**Run 1: clock distribution**

Bar = 50 µm.
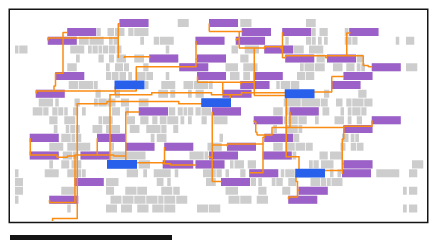
**Run 1: M3 wires**

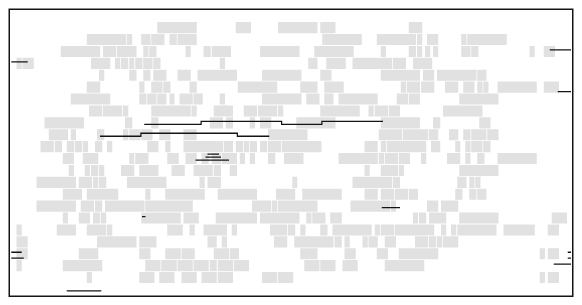
**Run 1: wiring heat map**

Bar = 50 µm. 26 x 13 tiles, from white (low) to dark blue (high), scaled to the fullest tile. Values are wire area over tile area, all layers added.
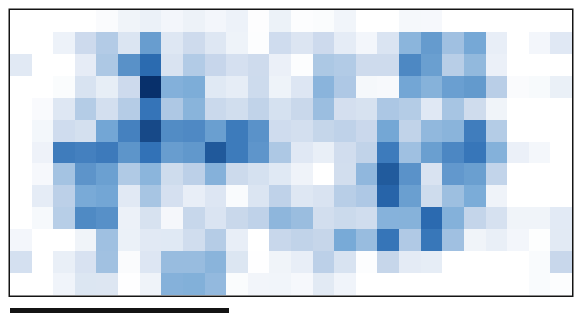
**Run 1: layout detail**

Window x 44 to 84, y 13 to 53 µm. Cells in grey, sequential cells in the stronger grey; small squares are vias.
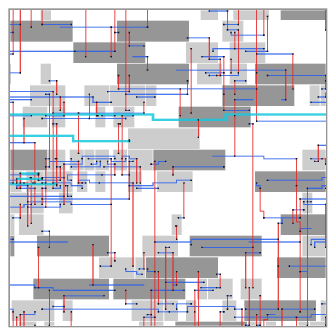
**src/rtl/trs80_pkg.sv**
```systemverilog
// Shared TRS-80 Model I constants: I/O port numbers, cassette port bit
// positions and cassette output level encodings.
package trs80_pkg;

  localparam logic [7:0] PORT_CASSETTE = 8'hFF;

  localparam int CAS_LVL_LO = 0;
  localparam int CAS_LVL_HI = 1;
  localparam int CAS_MOTOR  = 2;
  localparam int CAS_MODE32 = 3;
  localparam int CAS_LATCH  = 7;

  localparam logic [1:0] LVL_ZERO = 2'b00;
  localparam logic [1:0] LVL_POS  = 2'b01;
  localparam logic [1:0] LVL_NEG  = 2'b10;

endpackage

```
**src/rtl/sigma_delta_dac.sv**
```systemverilog
// First-order sigma-delta DAC: 16-bit code in, 1-bit stream out whose
// long-run duty equals code/65536.
module sigma_delta_dac (
  input  logic        clock,
  input  logic        reset_n,
  input  logic [15:0] code,
  output logic        bit_out
);

  logic [16:0] acc_reg;

  always_ff @(posedge clock or negedge reset_n) begin
    if (!reset_n) begin
      acc_reg <= 17'd0;
      bit_out <= 1'b0;
    end else begin
      acc_reg <= {1'b0, acc_reg[15:0]} + {1'b0, code};
      bit_out <= acc_reg[16];
    end
  end

endmodule

```
**src/rtl/cassette_port.sv**
```systemverilog
// TRS-80 Model I cassette port at I/O FFh: OUT sets level/motor/mode32,
// IN returns the filtered cassette-pulse latch; output level drives a DAC.
module cassette_port
  import trs80_pkg::*;
#(
  parameter int          FILTER_LEN    = 8,
  parameter int          LED_HOLD      = 200000,
  parameter logic [15:0] AUDIO_HIGH    = 16'hC000,
  parameter logic [15:0] AUDIO_MID     = 16'h8000,
  parameter logic [15:0] AUDIO_LOW     = 16'h4000,
  parameter bit          GATE_ON_MOTOR = 1'b1
) (
  input  logic       clock,
  input  logic       reset_n,
  input  logic [7:0] cpu_addr,
  input  logic       cpu_iorq_n,
  input  logic       cpu_rd_n,
  input  logic       cpu_wr_n,
  input  logic [7:0] cpu_dout,
  output logic       io_cs_n,
  output logic [7:0] io_dout,
  input  logic       cas_in,
  output logic       cas_motor,
  output logic       mode32,
  output logic       audio_out,
  output logic       led
);

  localparam int CNT_W = (FILTER_LEN > 1) ? $clog2(FILTER_LEN) : 1;

  logic             sel;
  logic             wr_act;
  logic             wr_act_d_reg;
  logic             wr_pulse;
  logic [1:0]       out_lvl_reg;
  logic             motor_reg;
  logic             mode32_reg;
  logic             latch_reg;
  logic [1:0]       sync_reg;
  logic             filt_lvl_reg;
  logic             filt_d_reg;
  logic [CNT_W-1:0] filt_cnt_reg;
  logic             filt_rise;
  logic             latch_set;
  logic             lvl_change;
  logic             led_load;
  logic [17:0]      led_cnt_reg;
  logic             led_reg;
  logic [15:0]      audio_code;
  logic             unused_dout;

  assign unused_dout = ^cpu_dout[7:4];

  assign sel      = (cpu_addr == PORT_CASSETTE) && !cpu_iorq_n;
  assign io_cs_n  = !(sel && !cpu_rd_n);
  assign wr_act   = sel && !cpu_wr_n;
  assign wr_pulse = wr_act && !wr_act_d_reg;

  always_comb begin
    io_dout            = 8'b0011_1111;
    io_dout[CAS_LATCH] = latch_reg;
    io_dout[6]         = mode32_reg;
  end

  assign filt_rise  = filt_lvl_reg && !filt_d_reg;
  assign latch_set  = filt_rise && (!GATE_ON_MOTOR || motor_reg);
  assign lvl_change = wr_pulse && (cpu_dout[CAS_LVL_HI:CAS_LVL_LO] != out_lvl_reg);
  assign led_load   = lvl_change || latch_set;

  // wr_act_d resets high so a write still held across reset release is not
  // mistaken for a new OUT.
  always_ff @(posedge clock or negedge reset_n) begin
    if (!reset_n) begin
      wr_act_d_reg <= 1'b1;
      out_lvl_reg  <= LVL_ZERO;
      motor_reg    <= 1'b0;
      mode32_reg   <= 1'b0;
      latch_reg    <= 1'b0;
    end else begin
      wr_act_d_reg <= wr_act;
      if (wr_pulse) begin
        out_lvl_reg <= cpu_dout[CAS_LVL_HI:CAS_LVL_LO];
        motor_reg   <= cpu_dout[CAS_MOTOR];
        mode32_reg  <= cpu_dout[CAS_MODE32];
      end
      // A pulse arriving with the clearing write must still be seen.
      if (latch_set) begin
        latch_reg <= 1'b1;
      end else if (wr_pulse) begin
        latch_reg <= 1'b0;
      end
    end
  end

  always_ff @(posedge clock or negedge reset_n) begin
    if (!reset_n) begin
      sync_reg     <= 2'b00;
      filt_lvl_reg <= 1'b0;
      filt_d_reg   <= 1'b0;
      filt_cnt_reg <= '0;
    end else begin
      sync_reg   <= {sync_reg[0], cas_in};
      filt_d_reg <= filt_lvl_reg;
      if (sync_reg[1] == filt_lvl_reg) begin
        filt_cnt_reg <= '0;
      end else if (filt_cnt_reg == CNT_W'(FILTER_LEN - 1)) begin
        filt_lvl_reg <= sync_reg[1];
        filt_cnt_reg <= '0;
      end else begin
        filt_cnt_reg <= filt_cnt_reg + 1'b1;
      end
    end
  end

  // led is registered so it is lit in the load cycle and for LED_HOLD cycles total.
  always_ff @(posedge clock or negedge reset_n) begin
    if (!reset_n) begin
      led_cnt_reg <= 18'd0;
      led_reg     <= 1'b0;
    end else begin
      led_reg <= led_load || (led_cnt_reg != 18'd0);
      if (led_load) begin
        led_cnt_reg <= 18'(LED_HOLD - 1);
      end else if (led_cnt_reg != 18'd0) begin
        led_cnt_reg <= led_cnt_reg - 18'd1;
      end
    end
  end

  always_comb begin
    audio_code = AUDIO_MID;
    case (out_lvl_reg)
      LVL_POS: audio_code = AUDIO_HIGH;
      LVL_NEG: audio_code = AUDIO_LOW;
      default: audio_code = AUDIO_MID;
    endcase
  end

  sigma_delta_dac u_dac (
    .clock   (clock),
    .reset_n (reset_n),
    .code    (audio_code),
    .bit_out (audio_out)
  );

  assign cas_motor = motor_reg;
  assign mode32    = mode32_reg;
  assign led       = led_reg;

endmodule

```
**config.mk**
```make
export PLATFORM = sky130hd
export DESIGN_NAME = cassette_port
export DESIGN_NICKNAME = d
export VERILOG_FILES = /design/src/rtl/trs80_pkg.sv /design/src/rtl/sigma_delta_dac.sv /design/src/rtl/cassette_port.sv
export SDC_FILE = /design/constraint.sdc
export NUM_CORES = 1
export LEC_CHECK = 0
export CORE_ASPECT_RATIO = 0.5
export CORE_MARGIN = 1
export CORE_UTILIZATION = 35
export CTS_CLUSTER_SIZE = 28
export DETAILED_ROUTE_END_ITERATION = 6
export GPL_TIMING_DRIVEN = 0
export PLACE_DENSITY = 0.52
export SLEW_MARGIN = 30
export SYNTH_ARGS = -nofsm -noshare
export SYNTH_HDL_FRONTEND = slang
export SYNTH_HIERARCHICAL = 1
export SYNTH_SLANG_ARGS = --single-unit
```
**constraint.sdc**
```tcl
create_clock -name clock -period 3.21 [get_ports clock]
set_clock_uncertainty 0.05 [all_clocks]
set_input_delay 0.321 -clock clock [delete_from_list [all_inputs] [get_ports clock]]
set_output_delay 0.321 -clock clock [all_outputs]
set_load 0.005 [all_outputs]
```
==> flow_summary.html, run 1 <==
<p>Metrics extracted from the flow reports.</p>
<table>
<tr><th>Metric</th><th>Value</th></tr>
<tr><th colspan="2">CTS</th></tr>
<tr><td># resized after CTS</td><td>0</td></tr>
<tr><td>Total of hold buffers inserted after clock tree synthesis</td><td>1</td></tr>
<tr><td>Total clock buffers created by CTS</td><td>5</td></tr>
<tr><td>Total setup buffers inserted after CTS</td><td>0</td></tr>
<tr><td>Post-CTS clock slew at the launch and capture registers of the worst setup and hold paths</td><td>0.07 ns</td></tr>
<tr><td>Root Driver</td><td>clkbuf_16</td></tr>
<tr><th colspan="2">Pwr</th></tr>
<tr><td>Total internal power</td><td>1.71 mW</td></tr>
<tr><td>Part of the total power dissipated in combinational logic</td><td>41.7%</td></tr>
<tr><td>Pwr Density</td><td>774 nW/µm²</td></tr>
<tr><td>Flop pwr share</td><td>35.5%</td></tr>
<tr><td>Worst IR drop on VDD</td><td>around 320 µV</td></tr>
<tr><td>Logic power comb</td><td>1.11 mW</td></tr>
<tr><td>Switching fraction of total power</td><td>35.6%</td></tr>
<tr><td>Switching Power</td><td>948 µW</td></tr>
<tr><th colspan="2">Critical path</th></tr>
<tr><td>CP max-delay cell</td><td>or3b_2</td></tr>
<tr><td>Buffers plus inverters on the worst setup path</td><td>2</td></tr>
<tr><td>Worst Setup End Kind</td><td>register</td></tr>
<tr><td>Worst path max stage delay</td><td>0.50 ns</td></tr>
<tr><td>Data arrival, critical path</td><td>roughly 2.6 ns</td></tr>
<tr><td>Setup slack, reg-to-reg</td><td>a little over 0.7 ns</td></tr>
<tr><td>Cell type group with the largest total delay on the critical path</td><td>simple AND/OR/NAND/NOR gates</td></tr>
<tr><td>Critical Setup Path Class</td><td>register to register</td></tr>
<tr><td>Top fanout value on the critical path</td><td>10</td></tr>
<tr><td>Required time of the worst setup path</td><td>3.33 ns</td></tr>
<tr><td>R2R Path End</td><td>led_cnt_reg[7]$_DFFE_PN0P_</td></tr>
<tr><td>Critical path startpoint category</td><td>register</td></tr>
<tr><td>Reg2reg start</td><td>led_cnt_reg[0]$_DFFE_PN0P_</td></tr>
<tr><td>Ordered list of cells on the worst path</td><td>inv_1 -&gt; ha_1 -&gt; or3b_2 -&gt; or3_1 -&gt; buf_2 -&gt; nor3_4 -&gt; or4b_2 -&gt; a21oi_1</td></tr>
<tr><td>Critical path launch point</td><td>led_cnt_reg[0]$_DFFE_PN0P_</td></tr>
<tr><td>Worst-case reg-to-reg path depth</td><td>8</td></tr>
<tr><th colspan="2">Final layout</th></tr>
<tr><td>Cell type taking the most area</td><td>combinational gates</td></tr>
<tr><td>Combined flip-flop and latch cell area</td><td>1250 µm²</td></tr>
<tr><td>Most common cell after layout, fill and taps aside</td><td>dfrtp_1</td></tr>
<tr><td>Final-layout clock-cell area share</td><td>between 4 and 5%</td></tr>
<tr><td>Sequential share of cell area</td><td>about 36%</td></tr>
<tr><td>Synth-to-layout area growth</td><td>22.8%</td></tr>
<tr><td>Share of cells above drive strength 1</td><td>11.7%</td></tr>
<tr><td>Number of flip-flops under the largest register name</td><td>18</td></tr>
<tr><td>Non-filler cells, final</td><td>433</td></tr>
<tr><td>Signal buffers share of area</td><td>10.6%</td></tr>
<tr><td>Multi-input comb cells</td><td>about 220</td></tr>
<tr><td>Post-layout nets</td><td>368</td></tr>
<tr><td>Number of clock buffers in the layout</td><td>5</td></tr>
<tr><td>Layout fillers</td><td>727</td></tr>
<tr><td>Comb gate area</td><td>1480 µm²</td></tr>
<tr><td>Most instantiated logic cells after routing</td><td>dfrtp_1, clkdlybuf4s50_1, nand2_1, conb_1, ha_1</td></tr>
<tr><td>Non-clock inverter total of the final layout</td><td>10</td></tr>
<tr><td>Antenna Cells</td><td>0</td></tr>
<tr><td>Number of flip-flops and latches</td><td>50</td></tr>
<tr><td>Plain + repair buffers</td><td>41</td></tr>
<tr><th colspan="2">Global routing</th></tr>
<tr><td>Met1 demand-to-capacity share in global routing</td><td>18.2%</td></tr>
<tr><td>Met2 track demand over resource in global routing</td><td>24.0%</td></tr>
<tr><td>Largest net degree at the start of global routing</td><td>40</td></tr>
<tr><td>Number of antenna violations at the first check in global routing</td><td>0</td></tr>
<tr><td>Total Routing Usage GR</td><td>between 10% and 20%</td></tr>
<tr><td>Met3 routing resource usage after global routing</td><td>3.66%</td></tr>
<tr><td>Global-route wire length before repair</td><td>9360 µm</td></tr>
<tr><th colspan="2">Drt</th></tr>
<tr><td>Routed length on met3</td><td>140 µm</td></tr>
<tr><td>Antenna violation net count after detailed routing</td><td>0</td></tr>
<tr><td>Met2 Routed Length</td><td>2320 µm</td></tr>
<tr><td>Via count normalized by instance count</td><td>slightly below 5</td></tr>
<tr><td>Wl on met1</td><td>2540 µm</td></tr>
<tr><td>Top layer used by detailed routing</td><td>met4</td></tr>
<tr><td>Residual DRC count</td><td>0</td></tr>
<tr><td>Wire length per cell</td><td>between 10 and 15 µm</td></tr>
<tr><th colspan="2">Logic synthesis</th></tr>
<tr><td>Fa+ha+maj area frac</td><td>approximately a tenth</td></tr>
<tr><td>Compound-gate portion of the synthesized area</td><td>13.5%</td></tr>
<tr><td>Post-synthesis cell type with the largest combined area</td><td>dfrtp_1</td></tr>
<tr><td>Summed standard-cell area reported by yosys</td><td>2800 µm²</td></tr>
<tr><td>Xor/xnor share</td><td>7.51%</td></tr>
<tr><td>Instance count of the mapped netlist</td><td>273</td></tr>
<tr><td>Area fraction of the dominant cell type after synthesis</td><td>a little over two fifths</td></tr>
<tr><td>Number of synthesized flops with an enable pin</td><td>0</td></tr>
<tr><td>Syn. warnings</td><td>6</td></tr>
<tr><td>Flip-flop cell with the highest count after synthesis</td><td>dfrtp_1</td></tr>
<tr><td>Total cells reported by yosys after synthesis</td><td>273</td></tr>
<tr><td>Seq/Total Area, Yosys</td><td>44.7%</td></tr>
<tr><td>Number of distinct library cell variants in the gate-level netlist after synthesis</td><td>50</td></tr>
<tr><td>Share of async-settable or async-resettable flops after synthesis</td><td>100%</td></tr>
<tr><td>Mux contribution to synthesized area</td><td>1.97%</td></tr>
<tr><td>Ranking of synthesized cells by instance count</td><td>dfrtp_1, nand2_1, ha_1</td></tr>
<tr><th colspan="2">Timing</th></tr>
<tr><td>Final worst path period share</td><td>77.9%</td></tr>
<tr><td>Worst-case headroom to the max-slew limit</td><td>56.8%</td></tr>
<tr><td>Slew @ Worst Pin</td><td>0.642 ns</td></tr>
<tr><td>Worst-case hold slack</td><td>0.302 ns</td></tr>
<tr><td>Final max-slew violation count</td><td>0</td></tr>
<tr><td>Hold Violations, Final</td><td>0</td></tr>
<tr><td>Setup slack of the critical path after layout</td><td>around 0.71 ns</td></tr>
<tr><td>Unrepaired setup endpoints after global routing</td><td>false</td></tr>
<tr><td>Min cycle time layout</td><td>2.50 ns</td></tr>
<tr><td>Setup-violating endpoint count in the final report</td><td>0</td></tr>
<tr><th colspan="2">Min path</th></tr>
<tr><td>Number of stages on the worst hold path</td><td>0</td></tr>
<tr><td>Hold Path End</td><td>sync_reg[1]$_DFF_PN0_</td></tr>
<tr><td>Min-Delay Path Class</td><td>register to register</td></tr>
<tr><th colspan="2">Floorplanning</th></tr>
<tr><td>Total core area</td><td>~7500 µm²</td></tr>
<tr><td>Overall die width</td><td>128 µm</td></tr>
<tr><td># IOs</td><td>35</td></tr>
<tr><td>Number of cell rows</td><td>22</td></tr>
<tr><td>Starting density of the core</td><td>37.1%</td></tr>
<tr><td>Number of well taps</td><td>~110</td></tr>
<tr><th colspan="2">Place</th></tr>
<tr><td>Gpl congestion</td><td>0.810</td></tr>
<tr><td>Setup slack at placement</td><td>0.453 ns</td></tr>
<tr><th colspan="2">Job</th></tr>
<tr><td># Max-Cap Violations</td><td>0</td></tr>
<tr><td>Number of logged tool warnings</td><td>30</td></tr>
<tr><th colspan="2">Run status</th></tr>
<tr><td>Status</td><td>finished, final reports clean</td></tr>
</table>
-- 'clock distribution' (at the start) --
[flip-flops] purple | count: 50
[clock drivers] blue | count: 5
[clock wires] orange | length: 733 µm
flops lie: spread over the die
routed clock nets: 6
clk_lat worst skew: 0.29 ns
clock share of power: 22.8%
power attributed to the clock group: 607 µW

-- 'M3 wires' (at the start) --
main direction: horizontal
nets with wire on the layer: 13
Routed WL: 5080 µm
total number of vias: 2090

-- 'wiring heat map' (at the start) --
fullest tile: 0.41
mean over tiles: 0.094
nearly empty tiles: 20%
densest ninth of the die: middle left
tiles over half the peak: 15%

-- 'layout detail' (at the start) --
| layer | colour |
|---|---|
| metal 3 | cyan |
| metal 1 | blue |
| metal 2 | red |
cells with their middle in the window: 68
netlist names of flops here include: u_dac/acc_reg (5), led_cnt_reg (4), out_lvl_reg (2)
sequential cells in the window: 18
most frequent: dfrtp_1 (17), ha_1 (7), inv_1 (6)

**Run 1: the clock network**

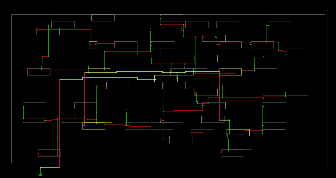

## Run 2: what changed since run 1
--- a/config.mk
+++ b/config.mk
@@ -11,7 +11,7 @@
 export CTS_CLUSTER_SIZE = 28
 export DETAILED_ROUTE_END_ITERATION = 6
 export GPL_TIMING_DRIVEN = 0
-export PLACE_DENSITY = 0.52
+export PLACE_DENSITY = 0.54
 export SLEW_MARGIN = 30
 export SYNTH_ARGS = -nofsm -noshare
 export SYNTH_HDL_FRONTEND = slang
==> constraint.sdc (replaced) <==
create_clock -name clock -period 2.08 [get_ports clock]
set_clock_uncertainty 0.05 [all_clocks]
set_input_delay 0.208 -clock clock [delete_from_list [all_inputs] [get_ports clock]]
set_output_delay 0.208 -clock clock [all_outputs]
set_load 0.005 [all_outputs]
**Run 2: the clock network**

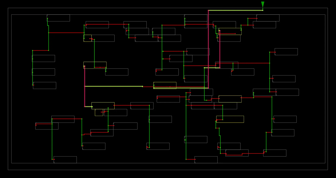
clk_lat worst skew: 0.30 ns
number of clock buffers in the layout: 5
power attributed to the clock group: 963 µW
clock tree sinks: 50
total clock buffers created by CTS: 5

**Run 2: M3 wires**

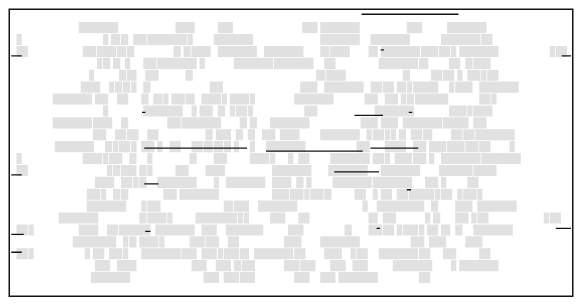
wire length on this layer: 113 µm
nets with wire on the layer: 12

==> flow_summary.html, run 2 <==
<p>Metrics extracted from the flow reports.</p>
<table>
<tr><th>Metric</th><th>Value</th></tr>
<tr><th colspan="2">Critical path</th></tr>
<tr><td>Critical path launch point</td><td>led_cnt_reg[12]$_DFFE_PN0P_</td></tr>
<tr><td>Reg2reg start</td><td>led_cnt_reg[12]$_DFFE_PN0P_</td></tr>
<tr><td>Setup slack, reg-to-reg</td><td>-0.09 ns</td></tr>
<tr><td>Top fanout value on the critical path</td><td>5</td></tr>
<tr><td>R2R Path End</td><td>led_cnt_reg[4]$_DFFE_PN0P_</td></tr>
<tr><td>Ordered list of cells on the worst path</td><td>or4_4 -&gt; or4_4 -&gt; nor3_4 -&gt; buf_6 -&gt; or3_1 -&gt; nand3_1</td></tr>
<tr><td>Critical path startpoint category</td><td>register</td></tr>
<tr><td>Buffers plus inverters on the worst setup path</td><td>1</td></tr>
<tr><td>Worst path max stage delay</td><td>0.54 ns</td></tr>
<tr><td>Worst Setup End Kind</td><td>register</td></tr>
<tr><td>Required time of the worst setup path</td><td>~2.2 ns</td></tr>
<tr><td>Most frequent cell on the critical path</td><td>or4_4</td></tr>
<tr><td>Data arrival, critical path</td><td>2.27 ns</td></tr>
<tr><td>Cell type group with the largest total delay on the critical path</td><td>simple AND/OR/NAND/NOR gates</td></tr>
<tr><td>Worst-case reg-to-reg path depth</td><td>6</td></tr>
<tr><td>CP max-delay cell</td><td>or4_4</td></tr>
<tr><td>Critical Setup Path Class</td><td>register to register</td></tr>
<tr><th colspan="2">Drt</th></tr>
<tr><td>Via count normalized by instance count</td><td>4.75</td></tr>
<tr><td>Wl on met1</td><td>between 2000 and 3000 µm</td></tr>
<tr><td>Met2 Routed Length</td><td>2770 µm</td></tr>
<tr><td>Initial drt markers</td><td>85</td></tr>
<tr><td>Top layer used by detailed routing</td><td>met4</td></tr>
<tr><td>Routed WL</td><td>5540 µm</td></tr>
<tr><td>Residual DRC count</td><td>0</td></tr>
<tr><td>Wire length per cell</td><td>between 10 and 15 µm</td></tr>
<tr><td>Routed length on met3</td><td>roughly 110 µm</td></tr>
<tr><td>Total number of vias</td><td>~2200</td></tr>
<tr><td>Antenna violation net count after detailed routing</td><td>0</td></tr>
<tr><th colspan="2">Logic synthesis</th></tr>
<tr><td>Fa+ha+maj area frac</td><td>between 9 and 10%</td></tr>
<tr><td>Syn. warnings</td><td>6</td></tr>
<tr><td>Share of async-settable or async-resettable flops after synthesis</td><td>100%</td></tr>
<tr><td>Total cells reported by yosys after synthesis</td><td>273</td></tr>
<tr><td>Area fraction of the dominant cell type after synthesis</td><td>43.8%</td></tr>
<tr><td>Number of distinct library cell variants in the gate-level netlist after synthesis</td><td>50</td></tr>
<tr><td>Summed standard-cell area reported by yosys</td><td>approximately 2800 µm²</td></tr>
<tr><td>Instance count of the mapped netlist</td><td>273</td></tr>
<tr><td>Flip-flop cell with the highest count after synthesis</td><td>dfrtp_1</td></tr>
<tr><td>Main logic family after synthesis</td><td>simple AND/OR/NAND/NOR gates</td></tr>
<tr><td>Ranking of synthesized cells by instance count</td><td>dfrtp_1, nand2_1, ha_1</td></tr>
<tr><td>Post-synthesis cell type with the largest combined area</td><td>dfrtp_1</td></tr>
<tr><td>Xor/xnor share</td><td>~7.5%</td></tr>
<tr><td>Compound-gate portion of the synthesized area</td><td>13.5%</td></tr>
<tr><td>Number of synthesized flops with an enable pin</td><td>0</td></tr>
<tr><td>Mux contribution to synthesized area</td><td>1.97%</td></tr>
<tr><th colspan="2">Place</th></tr>
<tr><td>Number of port buffers</td><td>24</td></tr>
<tr><td>Gpl congestion</td><td>0.771</td></tr>
<tr><td>Setup slack at placement</td><td>-0.526 ns</td></tr>
<tr><th colspan="2">Timing</th></tr>
<tr><td>Final worst path period share</td><td>104%</td></tr>
<tr><td>Slew @ Worst Pin</td><td>0.663 ns</td></tr>
<tr><td>Setup slack of the critical path after layout</td><td>-0.0874 ns</td></tr>
<tr><td>Hold Violations, Final</td><td>0</td></tr>
<tr><td>Worst-case hold slack</td><td>0.223 ns</td></tr>
<tr><td>Min cycle time layout</td><td>2.17 ns</td></tr>
<tr><td>Setup-violating endpoint count in the final report</td><td>14</td></tr>
<tr><td>Final max-slew violation count</td><td>0</td></tr>
<tr><td>Worst-case headroom to the max-slew limit</td><td>a little under three fifths</td></tr>
<tr><td>Unrepaired setup endpoints after global routing</td><td>true</td></tr>
<tr><th colspan="2">Final layout</th></tr>
<tr><td>Synth-to-layout area growth</td><td>33.7%</td></tr>
<tr><td>Non-clock inverter total of the final layout</td><td>10</td></tr>
<tr><td>Multi-input comb cells</td><td>roughly 220</td></tr>
<tr><td>Number of flip-flops under the largest register name</td><td>18</td></tr>
<tr><td>Final-layout clock-cell area share</td><td>under 10%</td></tr>
<tr><td>Cell type taking the most area</td><td>combinational gates</td></tr>
<tr><td>Multi-input gate share of total cell area</td><td>43.1%</td></tr>
<tr><td>Sequential share of cell area</td><td>about a third</td></tr>
<tr><td>Layout fillers</td><td>a little over 700</td></tr>
<tr><td>Plain + repair buffers</td><td>between 60 and 70</td></tr>
<tr><td>Signal buffers share of area</td><td>14.2%</td></tr>
<tr><td>Most common cell after layout, fill and taps aside</td><td>dfrtp_1</td></tr>
<tr><td>Combined flip-flop and latch cell area</td><td>approximately 1300 µm²</td></tr>
<tr><td>Share of cells above drive strength 1</td><td>22.2%</td></tr>
<tr><td>Number of flip-flops and latches</td><td>50</td></tr>
<tr><td>Most instantiated logic cells after routing</td><td>dfrtp_1, buf_4, clkdlybuf4s50_1</td></tr>
<tr><td>Comb gate area</td><td>1610 µm²</td></tr>
<tr><td>Antenna Cells</td><td>0</td></tr>
<tr><td>Non-filler cells, final</td><td>455</td></tr>
<tr><td>Post-layout nets</td><td>a little under 400</td></tr>
<tr><th colspan="2">Floorplanning</th></tr>
<tr><td>Starting density of the core</td><td>about 37%</td></tr>
<tr><td># IOs</td><td>35</td></tr>
<tr><td>Number of well taps</td><td>roughly 110</td></tr>
<tr><td>Number of cell rows</td><td>22</td></tr>
<tr><td>Total core area</td><td>roughly 7500 µm²</td></tr>
<tr><td>Overall die width</td><td>128 µm</td></tr>
<tr><th colspan="2">Pwr</th></tr>
<tr><td>Switching Power</td><td>around 1.6 mW</td></tr>
<tr><td>Switching fraction of total power</td><td>between 30 and 40%</td></tr>
<tr><td>Flop pwr share</td><td>33.6%</td></tr>
<tr><td>Clock share of power</td><td>22.3%</td></tr>
<tr><td>Total internal power</td><td>2.77 mW</td></tr>
<tr><td>Logic power comb</td><td>1.91 mW</td></tr>
<tr><td>Worst IR drop on VDD</td><td>420 µV</td></tr>
<tr><td>Part of the total power dissipated in combinational logic</td><td>between 40% and 50%</td></tr>
<tr><td>Pwr Density</td><td>roughly 1200 nW/µm²</td></tr>
<tr><td>Power attributed to sequential cells</td><td>1.45 mW</td></tr>
<tr><th colspan="2">Global routing</th></tr>
<tr><td>Number of antenna violations at the first check in global routing</td><td>0</td></tr>
<tr><td>Met2 track demand over resource in global routing</td><td>26.1%</td></tr>
<tr><td>Largest net degree at the start of global routing</td><td>between 40 and 50</td></tr>
<tr><td>Global-route wire length before repair</td><td>9260 µm</td></tr>
<tr><td>Met1 demand-to-capacity share in global routing</td><td>between 10% and 20%</td></tr>
<tr><td>Met3 routing resource usage after global routing</td><td>3.50%</td></tr>
<tr><td>Total Routing Usage GR</td><td>14.2%</td></tr>
<tr><th colspan="2">CTS</th></tr>
<tr><td>Post-CTS clock slew at the launch and capture registers of the worst setup and hold paths</td><td>about 0.070 ns</td></tr>
<tr><td># resized after CTS</td><td>16</td></tr>
<tr><td>Root Driver</td><td>clkbuf_16</td></tr>
<tr><td>Total setup buffers inserted after CTS</td><td>15</td></tr>
<tr><td>Total of hold buffers inserted after clock tree synthesis</td><td>1</td></tr>
<tr><th colspan="2">Run status</th></tr>
<tr><td>Violations in the final reports</td><td>negative setup slack</td></tr>
<tr><td>Status</td><td>finished with violations</td></tr>
<tr><th colspan="2">Job</th></tr>
<tr><td># Max-Cap Violations</td><td>0</td></tr>
<tr><td>Number of logged tool warnings</td><td>33</td></tr>
<tr><th colspan="2">Min path</th></tr>
<tr><td>Min-Delay Path Class</td><td>primary input to asynchronous set/reset pin</td></tr>
</table>
No activity file was given, so power comes from the tool's default toggle rates.
